### src/rtl/seq_mult_param_pkg.sv
// seq_mult_pkg: shared state encoding, default width and operand magnitude helper
package seq_mult_pkg;
  typedef enum logic [1:0] {IDLE, RUN, DONE} state_t;
  localparam int DEF_WIDTH = 16;
  localparam int MAX_WIDTH = 64;
  function automatic logic [MAX_WIDTH-1:0] abs_mag(input logic [MAX_WIDTH-1:0] value, input int width, input logic signed_mode);
    return (signed_mode && value[width-1]) ? -value : value;
  endfunction
endpackage

### src/rtl/seq_mult_param_if.sv
// seq_mult_param_if: start/done command bus between a sequencer and the multiplier
interface seq_mult_param_if #(parameter int WIDTH = seq_mult_pkg::DEF_WIDTH);
  logic start;
  logic signed_mode;
  logic [WIDTH-1:0] a;
  logic [WIDTH-1:0] b;
  logic busy;
  logic done;
  logic [2*WIDTH-1:0] product;
  modport master(output start, signed_mode, a, b, input busy, done, product);
  modport slave(input start, signed_mode, a, b, output busy, done, product);
endinterface

### src/rtl/seq_mult_param_ctrl.sv
// seq_mult_ctrl: IDLE/RUN/DONE sequencing and iteration counter (early exit under SEQ_MULT_EARLY_TERM_EN)
module seq_mult_ctrl
  import seq_mult_pkg::*;
#(
  parameter int WIDTH = DEF_WIDTH,
  parameter int CNT_W = $clog2(WIDTH + 1)
) (
  input  logic clk,
  input  logic rst,
  input  logic start,
`ifdef SEQ_MULT_EARLY_TERM_EN
  input  logic early,
  output logic [CNT_W-1:0] cnt,
`endif
  output logic busy,
  output logic done,
  output logic load,
  output logic step,
  output logic finish
);
  state_t state, state_d;
  logic [CNT_W-1:0] cnt_q, cnt_d;
  logic last;
`ifdef SEQ_MULT_EARLY_TERM_EN
  assign cnt  = cnt_q;
  assign last = (cnt_q == CNT_W'(1)) || early;
`else
  assign last = cnt_q == CNT_W'(1);
`endif
  assign busy = state == RUN;
  assign done = state == DONE;
  always_ff @(posedge clk) begin
    if (rst) begin
      state <= IDLE;
      cnt_q <= '0;
    end else begin
      state <= state_d;
      cnt_q <= cnt_d;
    end
  end
  always_comb begin
    state_d = state;
    cnt_d   = cnt_q;
    load    = 1'b0;
    step    = 1'b0;
    finish  = 1'b0;
    case (state)
      IDLE: if (start) begin
        state_d = RUN;
        cnt_d   = CNT_W'(WIDTH);
        load    = 1'b1;
      end
      RUN: begin
        step    = 1'b1;
        finish  = last;
        cnt_d   = last ? '0 : cnt_q - 1'b1;
        state_d = last ? DONE : RUN;
      end
      default: state_d = IDLE;
    endcase
  end
endmodule

### src/rtl/seq_mult_param.sv
// seq_mult_param: shift-add signed/unsigned multiplier datapath (early exit under SEQ_MULT_EARLY_TERM_EN)
module seq_mult_param
  import seq_mult_pkg::*;
#(
  parameter int WIDTH = DEF_WIDTH
) (
  input logic clk,
  input logic rst,
  seq_mult_param_if.slave bus
);
  localparam int CNT_W = $clog2(WIDTH + 1);
  logic load, step, finish, neg, busy, done;
  logic [WIDTH-1:0] mcand, mult;
  logic [WIDTH:0] sum;
  logic [2*WIDTH-1:0] acc, acc_next, res, product;
  assign sum      = {1'b0, acc[2*WIDTH-1:WIDTH]} + {1'b0, mcand & {WIDTH{mult[0]}}};
  assign acc_next = {sum, acc[WIDTH-1:1]};
`ifdef SEQ_MULT_EARLY_TERM_EN
  logic [CNT_W-1:0] cnt;
  logic early;
  assign early = ~|mult[WIDTH-1:1];
  // skipped iterations would only have shifted, so apply them in one go
  assign res = acc_next >> (cnt - CNT_W'(1));
`else
  assign res = acc_next;
`endif
  seq_mult_ctrl #(.WIDTH(WIDTH), .CNT_W(CNT_W)) u_ctrl (
    .clk(clk),
    .rst(rst),
    .start(bus.start),
`ifdef SEQ_MULT_EARLY_TERM_EN
    .early(early),
    .cnt(cnt),
`endif
    .busy(busy),
    .done(done),
    .load(load),
    .step(step),
    .finish(finish)
  );
  assign bus.busy    = busy;
  assign bus.done    = done;
  assign bus.product = product;
  always_ff @(posedge clk) begin
    if (rst) begin
      mcand   <= '0;
      mult    <= '0;
      acc     <= '0;
      neg     <= 1'b0;
      product <= '0;
    end else begin
      if (load) begin
        mcand <= WIDTH'(abs_mag(MAX_WIDTH'(bus.a), WIDTH, bus.signed_mode));
        mult  <= WIDTH'(abs_mag(MAX_WIDTH'(bus.b), WIDTH, bus.signed_mode));
        acc   <= '0;
        neg   <= bus.signed_mode & (bus.a[WIDTH-1] ^ bus.b[WIDTH-1]);
      end
      if (step) begin
        acc  <= acc_next;
        mult <= mult >> 1;
      end
      if (finish) product <= neg ? -res : res;
    end
  end
endmodule

### src/flat_wrapper.sv
// flat-port wrapper written by rule: the top's interface ports become plain ports
module seq_mult_param_flat import seq_mult_pkg::*;
#(
  parameter int WIDTH = DEF_WIDTH
)
  (clk, rst, bus_start, bus_signed_mode, bus_a, bus_b, bus_busy, bus_done, bus_product);
  seq_mult_param_if #(.WIDTH(WIDTH)) bus_i ();
  input logic clk;
  input logic rst;
  input wire logic [$bits(bus_i.start)-1:0] bus_start;
  input wire logic [$bits(bus_i.signed_mode)-1:0] bus_signed_mode;
  input wire logic [$bits(bus_i.a)-1:0] bus_a;
  input wire logic [$bits(bus_i.b)-1:0] bus_b;
  output wire logic [$bits(bus_i.busy)-1:0] bus_busy;
  output wire logic [$bits(bus_i.done)-1:0] bus_done;
  output wire logic [$bits(bus_i.product)-1:0] bus_product;
  assign bus_i.start = bus_start;
  assign bus_i.signed_mode = bus_signed_mode;
  assign bus_i.a = bus_a;
  assign bus_i.b = bus_b;
  assign bus_busy = bus_i.busy;
  assign bus_done = bus_i.done;
  assign bus_product = bus_i.product;
  seq_mult_param #(.WIDTH(WIDTH)) u_core (.clk(clk), .rst(rst), .bus(bus_i));
endmodule
### config.mk
export PLATFORM = sky130hd
export DESIGN_NAME = seq_mult_param_flat
export DESIGN_NICKNAME = d
export VERILOG_FILES = /design/src/rtl/seq_mult_param_pkg.sv /design/src/rtl/seq_mult_param_if.sv /design/src/rtl/seq_mult_param_ctrl.sv /design/src/rtl/seq_mult_param.sv /design/src/flat_wrapper.sv
export SDC_FILE = /design/constraint.sdc
export NUM_CORES = 1
export LEC_CHECK = 0
export CAP_MARGIN = 10
export CORE_UTILIZATION = 53
export CTS_BUF_LIST = sky130_fd_sc_hd__clkbuf_8
export CTS_CLUSTER_SIZE = 12
export DETAILED_ROUTE_END_ITERATION = 8
export PLACE_DENSITY = 0.86
export SLEW_MARGIN = 20
export SYNTH_ARGS = -nofsm -noshare
export SYNTH_HDL_FRONTEND = slang
export SYNTH_SLANG_ARGS = --single-unit
### constraint.sdc
create_clock -name clk -period 3.68 [get_ports clk]
set_input_delay 0.736 -clock clk [delete_from_list [all_inputs] [get_ports clk]]
set_output_delay 0.736 -clock clk [all_outputs]
set_load 0.005 [all_outputs]
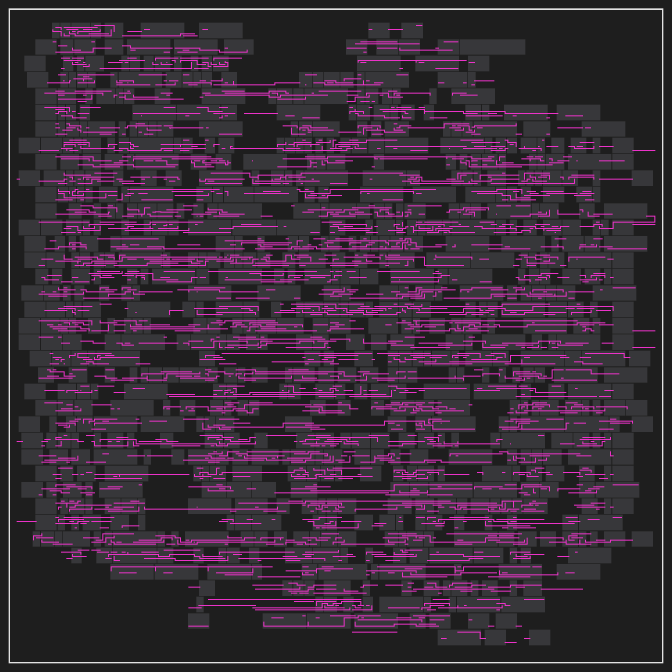
**Above:** run 1 (signal wires on met1).
Cells faint in the background.
wire length on this layer	6130 µm
main direction	horizontal
longest straight run	27.1 µm

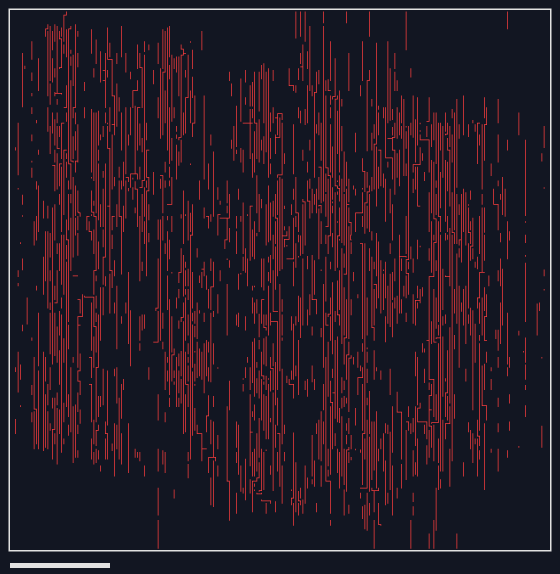
**Above:** run 1 (M2 wires).
The bar under the picture is 20 µm long.
share of all routed wire	48%
main direction	vertical
nets with wire on the layer	719
longest straight run	47.3 µm

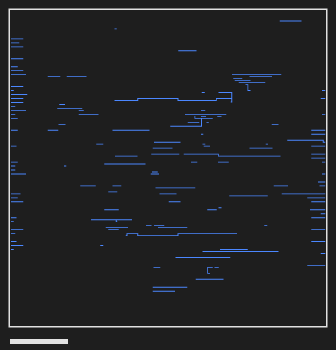
**Above:** run 1 (the metal 3 layer).
The bar under the picture is 20 µm long.
nets with wire on the layer	110
wire length on this layer	710 µm
main direction	horizontal
longest straight run	25.8 µm

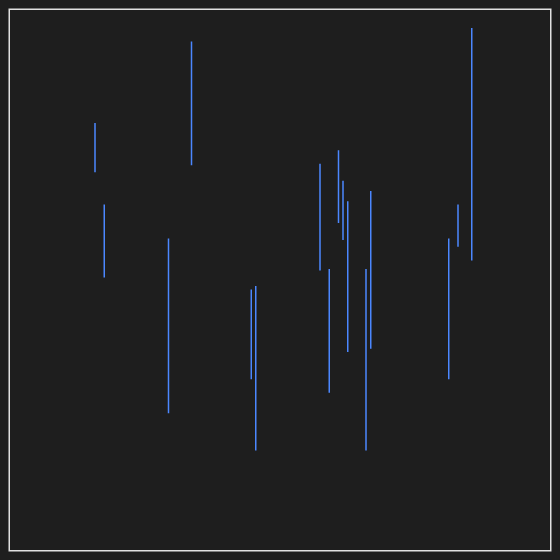
**Above:** run 1 (met4 routing).
main direction	vertical
share of all routed wire	2.8%
nets with wire on the layer	14
wire length on this layer	384 µm
drt total wl: 14.0 mm
vias: 5577

==> results.toml, run 1 <==
# generated from flow reports
[global_route]
met1_usage_pct = 29.8
grt_max_degree = 71
antenna_found_initial = 0
use_met3_pct = 3.62
grt_overflow = 0

[timing]
holdWs_ns = 0.455
setup_ws_ns = 0.142
fin_crit_sh_pct = 96.1

[job]
warnings = 27
drv_cap = 0

[critical_path]
cp-endpoint = "u_core.bus.product[31]$_SDFFE_PP0P_"
cp_slowest_stage_delay_ns = 0.54
cp.depth = 12
crit_family = "simple AND/OR/NAND/NOR gates"
reg2reg_depth = 12
cp_max_fo = 15
crit_buf_inv = 1
crit_start = "u_core.mult[0]$_SDFFE_PP0P_"
end_kind = "register"
crit_arrival_ns = 3.80

[cells_and_area]
fin_area_um2 = 6920
largest_reg_flops = 32

[yosys]
yosysTopAreaCellShare_pct = 34.5
top_area_cell = "dfxtp_1"
yosys-top-cells-count = "dfxtp_1, nand2_1, nor2_1"

[power_and_ir_drop]
p_comb_uw = 390
power.total_uw = 2310
p_sw_share_pct = 28.6
p_leak_uw = 0.00258
vdd_drop_max_uv = 197
top_power_group = "sequential cells"

[detailed_routing]
wl_met3_um = 709
wl_met2_mm = 6.73

[die]
die_w_um = 108
num_io_pins = 70
chipArea_um2 = 11700

[clock_tree]
cts_sinks = 103
cts_hold_buf = 0
ctsResizeCount = 0
htree_levels = 3

[outcome]
status = "finished, final reports clean"

[worst_hold_path]
hold_end = "u_core.mcand[10]$_SDFFE_PP0P_"
min-delay-path-class = "reg2reg"

[placement]
port-buffer-count = 69
-- run 1: cells by family after synthesis --
logic type / Yosys count / synth area share, %
muxes: 2 / 0.335
DFF: 103 / 34.5
xor gates and xnor gates: 63 / 9.24
AOI/OAI and AO/OA: 214 / 23.6
adders and majority gates: 22 / 4.74
and+or+nand+nor: 286 / 22.5
buffers and inverters: 69 / 5.09
-- run 1: area by class of cell --
type | instances | area, µm² | area share [%]
clock buffers | 9 | 124 | 1.79
clock inverters | 7 | 80.1 | 1.16
well taps | 140 | 175 | 2.53
multi-input cells | 587 | 3620 | 52.3
inverters | 17 | 63.8 | 0.922
flip-flops and latches | 103 | 2060 | 29.8
repair buffers | 82 | 796 | 11.5
-- run 1: tightest hold or removal path, stage by stage (launching register included) --
cell     delay (ns)
dfxtp_1        0.32
nand2_1        0.05
a21oi_1        0.05
==> run 2, diff against run 1 <==
--- a/config.mk
+++ b/config.mk
@@ -10,7 +10,7 @@
 export CTS_BUF_LIST = sky130_fd_sc_hd__clkbuf_8
 export CTS_CLUSTER_SIZE = 12
 export DETAILED_ROUTE_END_ITERATION = 8
-export PLACE_DENSITY = 0.86
+export PLACE_DENSITY = 0.9
 export SLEW_MARGIN = 20
 export SYNTH_ARGS = -nofsm -noshare
 export SYNTH_HDL_FRONTEND = slang
==> run 2 against run 1 <==
Power is 2.1% higher. Clock skew is 0.0010 ns higher. Wire length is 6.0% lower. Worst setup slack better by 0.021 ns. First-iteration DRC count is 20% higher. Sequential share of layout area is 0.25 points lower.
==> results.toml, run 2 <==
# generated from flow reports
[yosys]
aoi_share_pct = 23.6
simple_gate_area_share_pct = 22.5
synthAdderAreaFrac_pct = 4.74
yosysTopAreaCellShare_pct = 34.5
synthXorXnorAreaFrac_pct = 9.24
topCombFamilyByArea = "AND-OR/OR-AND gates"
yosys-top-cells-count = "dfxtp_1, nand2_1, nor2_1"
avgSynthCellArea_um2 = 7.87
synthCells = 759
top_area_cell = "dfxtp_1"

[detailed_routing]
route.vias.total = 5483
wl_per_cell_um = 13.8
wl_met2_mm = 6.13
maxUsedRoutingLayer = "met4"
drt_wl_total_mm = 13.1
wl_met3_um = 578
route.detailed.drc = 0

[cells_and_area]
logic_area_um2 = 3620
seq_share_pct = 29.5
ff_count = 103
buffers = 89
sh_comb_area_pct = 51.9
comb_cells = 587
nonClkBufAreaFrac_pct = 12.0
largest_reg_flops = 32
final-clk-cell-share_pct = 3.19
n_all_inverters = 17
final_common_cell = "dfxtp_1"
reg.largest.list = "u_core.bus.product: 32 flops, u_core.acc: 31 flops"
regArea_um2 = 2060
largest_class = "logic gates"

[power_and_ir_drop]
power.total_uw = 2360
p_clk_share_pct = 33.3
sequentialPowerShare_pct = 50.4
combPwrFrac_pct = 16.3
vdd_drop_max_uv = 162
p_leak_uw = 0.00262
p_sw_share_pct = 26.9

[job]
warnings = 27
drv_cap = 0

[worst_hold_path]
hold_end = "u_core.mcand[8]$_SDFFE_PP0P_"
min-delay-path-class = "reg2reg"

[critical_path]
cp.depth = 12
crit_arrival_ns = 3.82
crit_start = "u_core.mult[0]$_SDFFE_PP0P_"
end_kind = "register"
cp_max_fo = 4
critPathKind = "reg2reg"
cpMaxStageDelayCell = "or4_4"
reg2reg_depth = 12
crit_required_ns = 3.98
cp_slowest_stage_delay_ns = 0.55
crit_family = "simple AND/OR/NAND/NOR gates"
crit_buf_inv = 0
r2r-end = "u_core.bus.product[30]$_SDFFE_PP0P_"

[timing]
relSlewSlack_pct = 42.4
fin_crit_sh_pct = 95.6
holdWs_ns = 0.451

[die]
die_y_um = 108
chipArea_um2 = 11700
num_io_pins = 70
nWellTaps = 140

[global_route]
antenna_found_initial = 0
use_met3_pct = 3.80
grt_max_degree = 50
grt_overflow = 0
met1_usage_pct = 30.3

[clock_tree]
htree_levels = 3
clk_pin_slew_ns = 0.09
ctsResizeCount = 0

[placement]
hpwl_mm = 9.59

[outcome]
status = "finished, final reports clean"
-- run 2: cell counts after synthesis --
No cell type changed its count.
-- run 2: metrics by stage --
stage                     utilization (%)  area [µm²]  setup slack, ns  cells
after floorplan                         -        5970           0.0593    759
after global placement               62.0        6750            0.233    936
after detailed placement             62.0        6750            0.142    936
after CTS                            64.0        6970            0.117    952
after global routing                 64.1        6980           0.0116    952
final                                64.1        6980            0.164    952
-- run 2: power by group through the flow --
| stage | Clock (µW) | Combinational [µW] | Sequential (µW) |
|---|---|---|---|
| finish | 785 | 384 | 1190 |
| CTS | 795 | 383 | 1190 |
| floorplan | 0 | 257 | 1210 |
| global placement | 0 | 374 | 1210 |
| detailed placement | 0 | 382 | 1220 |
| global route | 840 | 426 | 1200 |
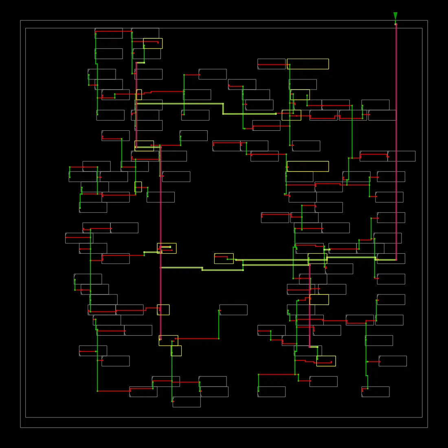
**Above:** run 2 (clock routing).
clk sink count: 103
CLK BUF: 10

==> run 3, diff against run 2 <==
--- a/config.mk
+++ b/config.mk
@@ -11,6 +11,7 @@
 export CTS_CLUSTER_SIZE = 12
 export DETAILED_ROUTE_END_ITERATION = 8
 export PLACE_DENSITY = 0.9
+export SKIP_LAST_GASP = 1
 export SLEW_MARGIN = 20
 export SYNTH_ARGS = -nofsm -noshare
 export SYNTH_HDL_FRONTEND = slang
==> run 3 against run 2 <==
Clock skew stayed put. Area after synthesis is the same. Combinational power about the same. First-iteration DRC count is the same. Sequential power hardly changed. Highest routed layer unchanged. Cell count unchanged. Critical path depth is the same.
==> results.toml, run 3 <==
# generated from flow reports
[placement]
place_inst = 936
pre_cts_ws_ns = 0.142
dpl_cell_area_um2 = 6750
hpwl_mm = 9.59

[worst_hold_path]
hold_path_depth = 2
hold_end = "u_core.mcand[8]$_SDFFE_PP0P_"

[yosys]
synthAdderAreaFrac_pct = 4.74
synthCells = 759
yosysTopAreaCellShare_pct = 34.5
avgSynthCellArea_um2 = 7.87
simple_gate_area_share_pct = 22.5
yosys-top-cells-count = "dfxtp_1, nand2_1, nor2_1"
top_area_cell = "dfxtp_1"
topCombFamilyByArea = "AND-OR/OR-AND gates"
aoi_share_pct = 23.6
synthXorXnorAreaFrac_pct = 9.24
synth.area.mux_share_pct = 0.335

[die]
num_io_pins = 70
chipArea_um2 = 11700
coreArea_um2 = 10900
die_y_um = 108

[timing]
holdWs_ns = 0.451
relSlewSlack_pct = 42.4
fin_crit_sh_pct = 95.6
setup_ws_ns = 0.164

[critical_path]
critPathKind = "reg2reg"
crit_start = "u_core.mult[0]$_SDFFE_PP0P_"
cp_max_fo = 4
reg2reg_depth = 12
end_kind = "register"
crit_required_ns = 3.98
r2r-end = "u_core.bus.product[30]$_SDFFE_PP0P_"
cp-endpoint = "u_core.bus.product[30]$_SDFFE_PP0P_"
crit_arrival_ns = 3.82

[clock_tree]
htree_levels = 3
clk_pin_slew_ns = 0.09

[cells_and_area]
final_cell_count_no_fill = 952
largest_reg_flops = 32
reg.largest.list = "u_core.bus.product: 32 flops, u_core.acc: 31 flops"
final_common_cell = "dfxtp_1"

[global_route]
grt_max_degree = 50
antenna_found_initial = 0
met1_usage_pct = 30.3
use_met3_pct = 3.80
grt_overflow = 0

[power_and_ir_drop]
p_leak_uw = 0.00262
p_clk_share_pct = 33.3
top_power_group = "sequential cells"
vdd_drop_max_uv = 162
combPwrFrac_pct = 16.3
p_sw_share_pct = 26.9
p_clk_uw = 785
sequentialPowerShare_pct = 50.4
power.total_uw = 2360

[job]
drv_cap = 0
warnings = 27

[detailed_routing]
wl_met3_um = 578
route.detailed.drc = 0
wl_met2_mm = 6.13
drt-initial-drc-count = 435
wl_per_cell_um = 13.8
maxUsedRoutingLayer = "met4"

[outcome]
status = "finished, final reports clean"
## run 3: cell counts after synthesis
Identical to the previous run, type by type.
## run 3: worst max-delay path: stages (launching register included)
cell	delay, ns
dfxtp_1	0.33
and2_1	0.16
ha_1	0.21
fa_1	0.42
a21o_1	0.22
a21oi_2	0.15
xnor2_1	0.09
or3_4	0.41
o41a_1	0.44
or4_4	0.55
o31ai_4	0.20
nand2_1	0.09
a211oi_2	0.18
## run 3: final cells by class
type	instances	area (µm²)	area share, %
clock buffers	10	138	1.97
clock inverters	6	85.1	1.22
inverters	17	63.8	0.914
multi-input cells	587	3620	51.9
flip-flops and latches	103	2060	29.5
well taps	140	175	2.51
repair buffers	89	836	12.0
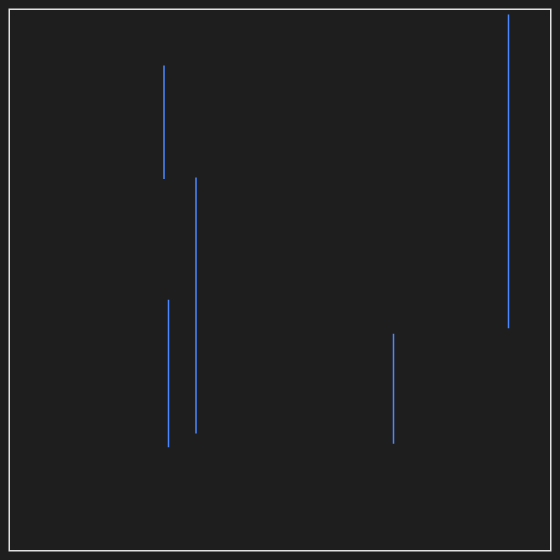
**Above:** run 3 (met4 routing).
nets with wire on the layer	3
longest straight run	62.6 µm
wire length on this layer	187 µm
drt total wl: 13.1 mm
vias: 5483

Power figures rest on the tool's default switching activity, not on a simulated workload.
